File: src/rtl/score_keeper.sv
// Purpose: Pong game-flow controller; owns both scores and sequences idle -> serve -> play -> point -> game over.
// Latency: every output is registered and reflects its triggering input one clock later.
// Backpressure: none; frame_tick and point pulses are consumed the cycle they arrive or dropped.
//
// Ports:
//   clock, reset_n           : clock, async active-low reset (release expected synchronous to clock)
//   frame_tick               : one-cycle pulse per video frame; paces serve delay and blink
//   start                    : debounced start button level; only its rising edge acts
//   point_p1, point_p2       : one-cycle pulses from the ball logic when a player scores
//   score_p1, score_p2       : 0..WIN_SCORE, fed straight to the digit ROM
//   ball_enable, serve_dir   : ball may move / serve toward p1 (0) or p2 (1)
//   game_over, winner, blink : end-of-game flag, winning player (0=p1, 1=p2), score flash
module score_keeper #(
  parameter int WIN_SCORE    = 9,
  parameter int SERVE_DELAY  = 60,
  parameter int BLINK_FRAMES = 30
) (
  input  logic       clock,
  input  logic       reset_n,
  input  logic       frame_tick,
  input  logic       start,
  input  logic       point_p1,
  input  logic       point_p2,
  output logic [3:0] score_p1,
  output logic [3:0] score_p2,
  output logic       ball_enable,
  output logic       serve_dir,
  output logic       game_over,
  output logic       winner,
  output logic       blink
);

  // One counter is shared: serve delay in SERVE, blink pacing in GAME_OVER.
  localparam int CNT_MAX = (SERVE_DELAY > BLINK_FRAMES) ? SERVE_DELAY : BLINK_FRAMES;
  localparam int CW      = $clog2(CNT_MAX + 1);

  localparam logic [CW-1:0] SERVE_LOAD = CW'(SERVE_DELAY);
  localparam logic [CW-1:0] BLINK_LAST = CW'(BLINK_FRAMES - 1);
  localparam logic [3:0]    WIN_VAL    = 4'(WIN_SCORE);

  typedef enum logic [1:0] {
    S_IDLE,
    S_SERVE,
    S_PLAY,
    S_GAME_OVER
  } state_t;

  state_t        state, state_nxt;
  logic [CW-1:0] cnt, cnt_nxt;
  logic [3:0]    score_p1_nxt, score_p2_nxt;
  logic          serve_dir_nxt, winner_nxt, blink_nxt;
  logic          start_q;
  logic          armed;
  logic          start_rise;
  logic          p1_only, p2_only, p_both;
  logic          p1_wins, p2_wins;

  // start_q clears in reset, so a button held through reset would look like an
  // edge on the first clock after release; armed masks that first cycle.
  assign start_rise = start & ~start_q & armed;

  assign p1_only = point_p1 & ~point_p2;
  assign p2_only = point_p2 & ~point_p1;
  assign p_both  = point_p1 & point_p2;
  assign p1_wins = (score_p1 + 4'd1) == WIN_VAL;
  assign p2_wins = (score_p2 + 4'd1) == WIN_VAL;

  // State register and all output/datapath registers.
  always_ff @(posedge clock or negedge reset_n) begin
    if (!reset_n) begin
      state       <= S_IDLE;
      cnt         <= '0;
      start_q     <= 1'b0;
      armed       <= 1'b0;
      score_p1    <= 4'd0;
      score_p2    <= 4'd0;
      ball_enable <= 1'b0;
      serve_dir   <= 1'b0;
      game_over   <= 1'b0;
      winner      <= 1'b0;
      blink       <= 1'b0;
    end else begin
      state       <= state_nxt;
      cnt         <= cnt_nxt;
      start_q     <= start;
      armed       <= 1'b1;
      score_p1    <= score_p1_nxt;
      score_p2    <= score_p2_nxt;
      ball_enable <= (state_nxt == S_PLAY);
      serve_dir   <= serve_dir_nxt;
      game_over   <= (state_nxt == S_GAME_OVER);
      winner      <= winner_nxt;
      blink       <= blink_nxt;
    end
  end

  // Next-state logic.
  always_comb begin
    state_nxt = state;
    case (state)
      S_IDLE:      if (start_rise) state_nxt = S_SERVE;
      S_SERVE:     if (cnt == '0) state_nxt = S_PLAY;
      S_PLAY: begin
        if (p_both)                    state_nxt = S_SERVE;
        else if (p1_only)              state_nxt = p1_wins ? S_GAME_OVER : S_SERVE;
        else if (p2_only)              state_nxt = p2_wins ? S_GAME_OVER : S_SERVE;
      end
      S_GAME_OVER: if (start_rise) state_nxt = S_SERVE;
      default:     state_nxt = S_IDLE;
    endcase
  end

  // Next values for scores, counter, serve direction, winner and blink.
  always_comb begin
    cnt_nxt       = cnt;
    score_p1_nxt  = score_p1;
    score_p2_nxt  = score_p2;
    serve_dir_nxt = serve_dir;
    winner_nxt    = winner;
    blink_nxt     = blink;
    case (state)
      S_IDLE: begin
        if (start_rise) begin
          score_p1_nxt = 4'd0;
          score_p2_nxt = 4'd0;
          cnt_nxt      = SERVE_LOAD;
        end
      end
      S_SERVE: begin
        if (frame_tick && cnt != '0) cnt_nxt = cnt - CW'(1);
      end
      S_PLAY: begin
        if (p_both) begin
          // Simultaneous points: replay the rally, nothing else changes.
          cnt_nxt = SERVE_LOAD;
        end else if (p1_only) begin
          score_p1_nxt  = score_p1 + 4'd1;
          serve_dir_nxt = 1'b1;
          if (p1_wins) begin
            winner_nxt = 1'b0;
            cnt_nxt    = '0;
          end else begin
            cnt_nxt    = SERVE_LOAD;
          end
        end else if (p2_only) begin
          score_p2_nxt  = score_p2 + 4'd1;
          serve_dir_nxt = 1'b0;
          if (p2_wins) begin
            winner_nxt = 1'b1;
            cnt_nxt    = '0;
          end else begin
            cnt_nxt    = SERVE_LOAD;
          end
        end
      end
      S_GAME_OVER: begin
        if (start_rise) begin
          score_p1_nxt = 4'd0;
          score_p2_nxt = 4'd0;
          blink_nxt    = 1'b0;
          cnt_nxt      = SERVE_LOAD;
        end else if (frame_tick) begin
          if (cnt == BLINK_LAST) begin
            cnt_nxt   = '0;
            blink_nxt = ~blink;
          end else begin
            cnt_nxt   = cnt + CW'(1);
          end
        end
      end
      default: ;
    endcase
  end

endmodule

File: config.mk
export PLATFORM = sky130hd
export DESIGN_NAME = score_keeper
export DESIGN_NICKNAME = d
export VERILOG_FILES = /design/src/rtl/score_keeper.sv
export SDC_FILE = /design/constraint.sdc
export NUM_CORES = 1
export LEC_CHECK = 0
export ABC_AREA = 1
export ABC_CLOCK_PERIOD_IN_PS = 1600
export CAP_MARGIN = 30
export CORE_AREA = 4 4 63 65
export CTS_CLUSTER_DIAMETER = 50
export DETAILED_ROUTE_END_ITERATION = 6
export DIE_AREA = 0 0 67 69
export GPL_TIMING_DRIVEN = 1
export PLACE_DENSITY = 0.73
export SLEW_MARGIN = 20
export SYNTH_ARGS = -nofsm -noshare
export SYNTH_HDL_FRONTEND = slang
export SYNTH_SLANG_ARGS = --single-unit
File: constraint.sdc
create_clock -name clock -period 1.6 [get_ports clock]
set_clock_uncertainty 0.1 [all_clocks]
set_input_delay 0.16 -clock clock [delete_from_list [all_inputs] [get_ports clock]]
set_output_delay 0.16 -clock clock [all_outputs]
set_load 0.05 [all_outputs]
Figure 1. Wire density map.
The die is cut into 13 by 14 equal tiles; dark blue is low, red is high, scaled to the fullest tile. Values are wire area over tile area, all layers added.
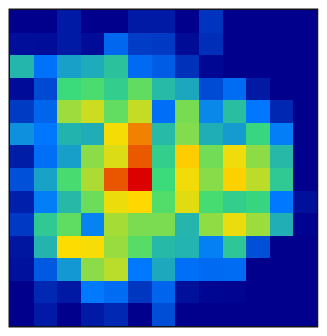
densest ninth of the die: centre
mean over tiles: 0.14
emptiest ninth of the die: upper right
fullest tile: 0.48
tiles over half the peak: 24%
nearly empty tiles: 25%

Figure 2. I/O nets highlighted.
Bar = 20 µm.
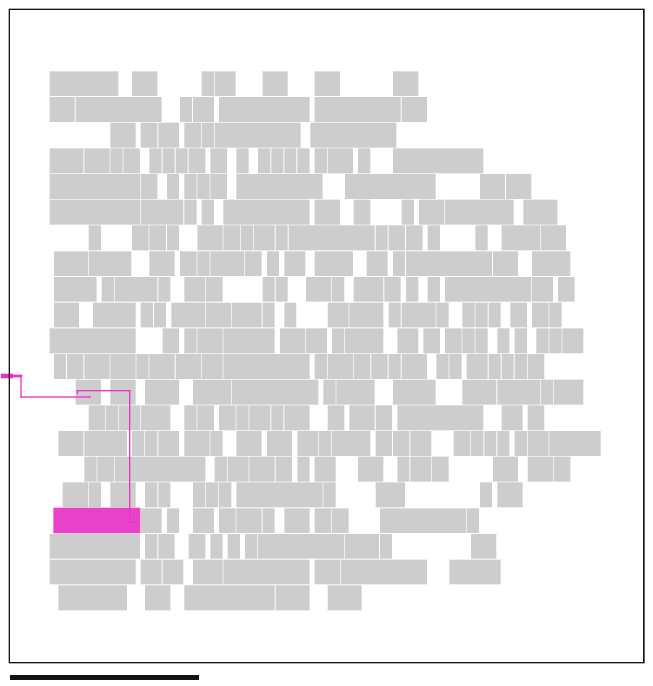
[`winner`] magenta | bits: 1 | direction: output | end cells: 1 | buffers: 1 | wire: 31.0 µm

Figure 3. Cell classes on the final placement.
Fill, decap, tap and diode cells in grey.
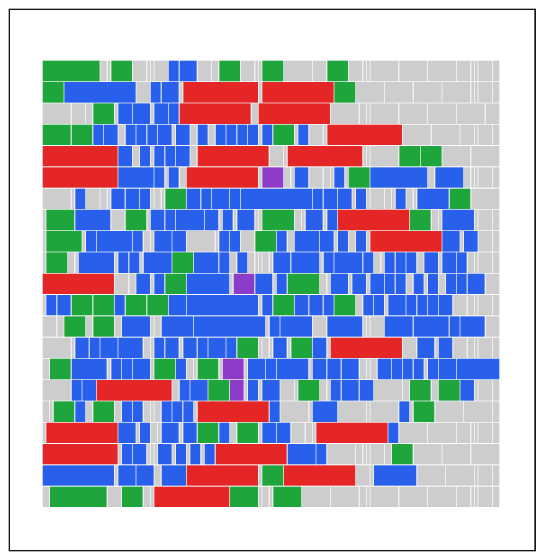
[remaining buffers and delay cells] green | cells: 54
[combinational and other logic] blue | cells: 205
[clock drivers and dummy loads] purple | cells: 4
[sequential cells] red | cells: 23

Figure 4. Floorplan with the power grid.
Bar = 20 µm. Pins as bars on the die edge. Tap cells in grey.
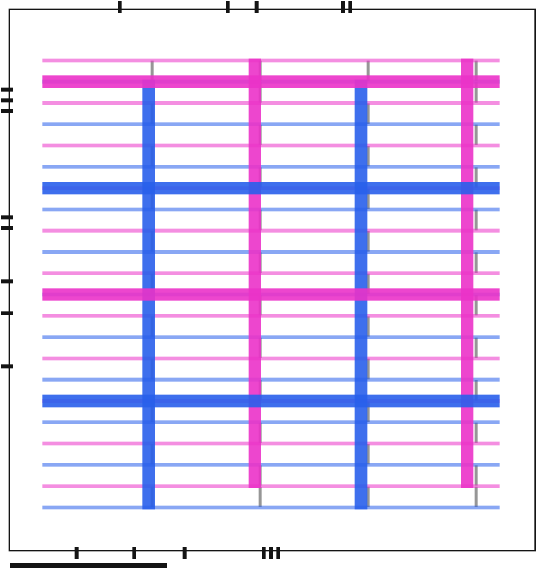
[VSS] blue
[VDD] magenta
signal pins: 19
met1 rails: 22
tap cells: 46

==> Changelog: implementation <==
### Implementation results

* Most crowded layer after global routing: met2
* Biggest Area Class: logic gates
* Fin nets at 308
* Non-clock inverter count at 39
* Achievable Freq at slightly above 600 MHz
* Final Non-Filler Cells at roughly 330
* Buffer cell driving the clock tree root: clkbuf_4
* Non-Filler Cell Area, Final at roughly 2400 µm²
* Worst Hold Margin at between 0.07 and 0.08 ns
* WL/cell at about 12 µm
* Flop Count at 23
* Reg-to-Reg End: cnt[5]
* WL final at about 4000 µm
* Area fraction in and, or, nand and nor cells at between 30% and 40%
* Number of clock buffers in the layout at 3
* Slack of the worst reg-to-reg path at -0.01 ns
* Post-CTS Repair Setup Buffers at 2
* Logic gate share of total power at 71.3%
* Number of instances resized during post-cts repair at 4
* Core region area at between 3000 and 4000 µm²
* First DRT Iteration DRCs at a little over 70
* Place WS at -0.329 ns
* Utilization of the core after routing at roughly 71%
* Met2 WL at between 2000 and 2500 µm
* Post-Route Setup TNS at -0.0121 ns
* Power of the clock network at about 280 µW
* Mux cell area share after synthesis at 0%
* Clock tree from TritonCTS: built
* Seq/total area at between 20 and 25%
* Total setup violations reported at the end of the flow at 2
* Port Buffers at 18
* Number of ordinary and repair buffers in the finished layout at approximately 54
* Largest net degree at the start of global routing at 24
* Number of tap cells inserted at between 40 and 50
* Crit Reg-Reg Startpoint: score_p1[0]
* Initial antenna violation count at 0
* Top routing layer used: met4
* Number of flip-flops in the largest register at 6
* Final weighted congestion of routability-driven global placement at 0.883
* X dimension of the die at between 60 and 70 µm
* Routing usage on met2 at 29.5%
* Crit path setup slack, layout at -0.0119 ns
* Largest registers: cnt x6, score_p1 x4, score_p2 x4
* Worst Setup End Kind: flop
* Power per standard cell area at between 1500 and 2000 nW/µm²
* Yosys warns at 0
* Number of gates on the worst path with buffers counted at 11
* Total number of warnings across the stage logs at 37
* Post-synthesis xor/xnor area fraction at less than 1%
* Area of the mapped netlist at 1660 µm²
* Sum of overflow across all layers after global routing at 0
* Largest Register: cnt
* Routed length on met1 at between 1500 and 2000 µm
* Comb/total area at 46.0%
* Vertical die dimension at around 70 µm
* Post-layout period usage at 101%
* Vias in the first global route at 1,520
* Final critical-path required period at about 1.6 ns
* Floorplan core density at between 40% and 50%
* Top area contributor share at between 30% and 40%
* Count of library flops with an enable pin at 0
* Number of nets produced by synthesis at 252
* Cells on worst reg2reg path at 11
* Clk ins delay skew pair at 0.32 ns
* Area fraction of clock buffers and clock inverters at under 10%
* Num CTS Buffers at 3
* Global-route met3 utilization at under 10%
* Net switching fraction of the power at around half
* Routed via count at 1,655
* Non-clock buffers, area share at between 10% and 20%
* Violations in the final reports: setup timing
* Area growth from synthesis to layout at 41.4%
* Unique cell type count in the Yosys netlist at 24
* Clk sink count at 23
* Worst-case vdd ir drop at approximately 1100 µV
* Sw power at 2.20 mW
* Largest family of logic cells by area: simple AND/OR/NAND/NOR gates
* Leading power group: combinational cells
* Max_cap viols at 0
* Total placed cells including tap cells at 321
* Worst endpoint required time at 1.73 ns
* Synth Area in Adders at a little under an eighth
* Crit path launch: score_p1[0]
* Most common library cells after synthesis: 56 x nand2_1, 39 x inv_1, 23 x dfrtp_1
* Remaining DRCs at 0
* GRT met1 Usage at a little over a fifth
* Most used cell along the critical path: nand2_2
* Cells along the critical path: ha_4 > nand2_2 > nand2_2 > nor2_1 > nand2_1 > nand2_2 > nand3_2 > nand2_4 > nand3_2 > nand2_1 > inv_1
* Leakage power of the design at around 1.2 nW
* Commonest non-fill, non-tap cells in the layout: 45 x buf_4, 41 x nand2_1, 29 x inv_1
* First-pass iteration count of the detailed router at 4
* #MultiIn Comb at about 170
* Run status: complete, but fails checks
* Share of final-layout standard cells stronger than drive strength 1 at 39.9%
* Comb. cell area at 1080 µm²
* Post-detail-place hpwl at 2840 µm
* Area used by sequential logic in the layout at between 500 and 600 µm²
* Register bit total from synthesis at 23
* Largest driver fanout on the critical path at 5
* Total die size at approximately 4600 µm²
* Post-place instance area at ~2100 µm²
* CTS Hold Buffers Added at 0
* Largest delay contributor family on the critical path: simple AND/OR/NAND/NOR gates
* Wire length of the first global-routing pass at approximately 6400 µm
* All-layer global routing usage at 16.9%
* Arrival time of the worst setup path at around 1.7 ns
* Number of nets with antenna violations after detailed routing at 0
* Most frequent logic cell in the layout: buf_4
* Top cells by area: dfrtp_1 35%, nand2_1 13%, ha_1 11%
* Total cell area reported by yosys after synthesis at ~1700 µm²
* Bufs and invs on worst path at 1
* Classification of the worst-slack hold path: primary input to async pin
* Most common cell in the synthesized netlist: nand2_1
* Portion of total power attributed to sequential cells at 22.4%
* Number of top-level design ports at 19
* Worst Setup Path Type: flop to flop
* Worst stage delay on the critical path at 0.48 ns
* Overall power consumption at about 4.4 mW
* Cell-internal power at about 2.2 mW
* Worst setup SP type: flop
* Critical Path End: cnt[5]
* Predominant post-synthesis flop cell: dfrtp_1
* Antenna Cells at 0
* Via-to-Cell Ratio at around 5.0
* Wire length on met3 at about 96 µm
* Synthesized-area fraction occupied by ao, oa, aoi and oai cells at roughly 10%
* Proportion of synthesized flip-flops having asynchronous set or reset at 100%
* Number of max-slew violations in the final report at 0
* Power in combinational cells at 3.15 mW
* Number of standard cells reported by yosys at between 200 and 250
* Maximum clock insertion buffer count at 2
* Slowest-stage cell, CP: dfrtp_2
* Standard-cell rows at 21
* Unrepaired setup endpoints after global routing: true
* Mean Syn Cell Area at roughly 7 µm²
* CTS H-tree lvls at 1
Power is estimated from default activity; no workload was simulated.
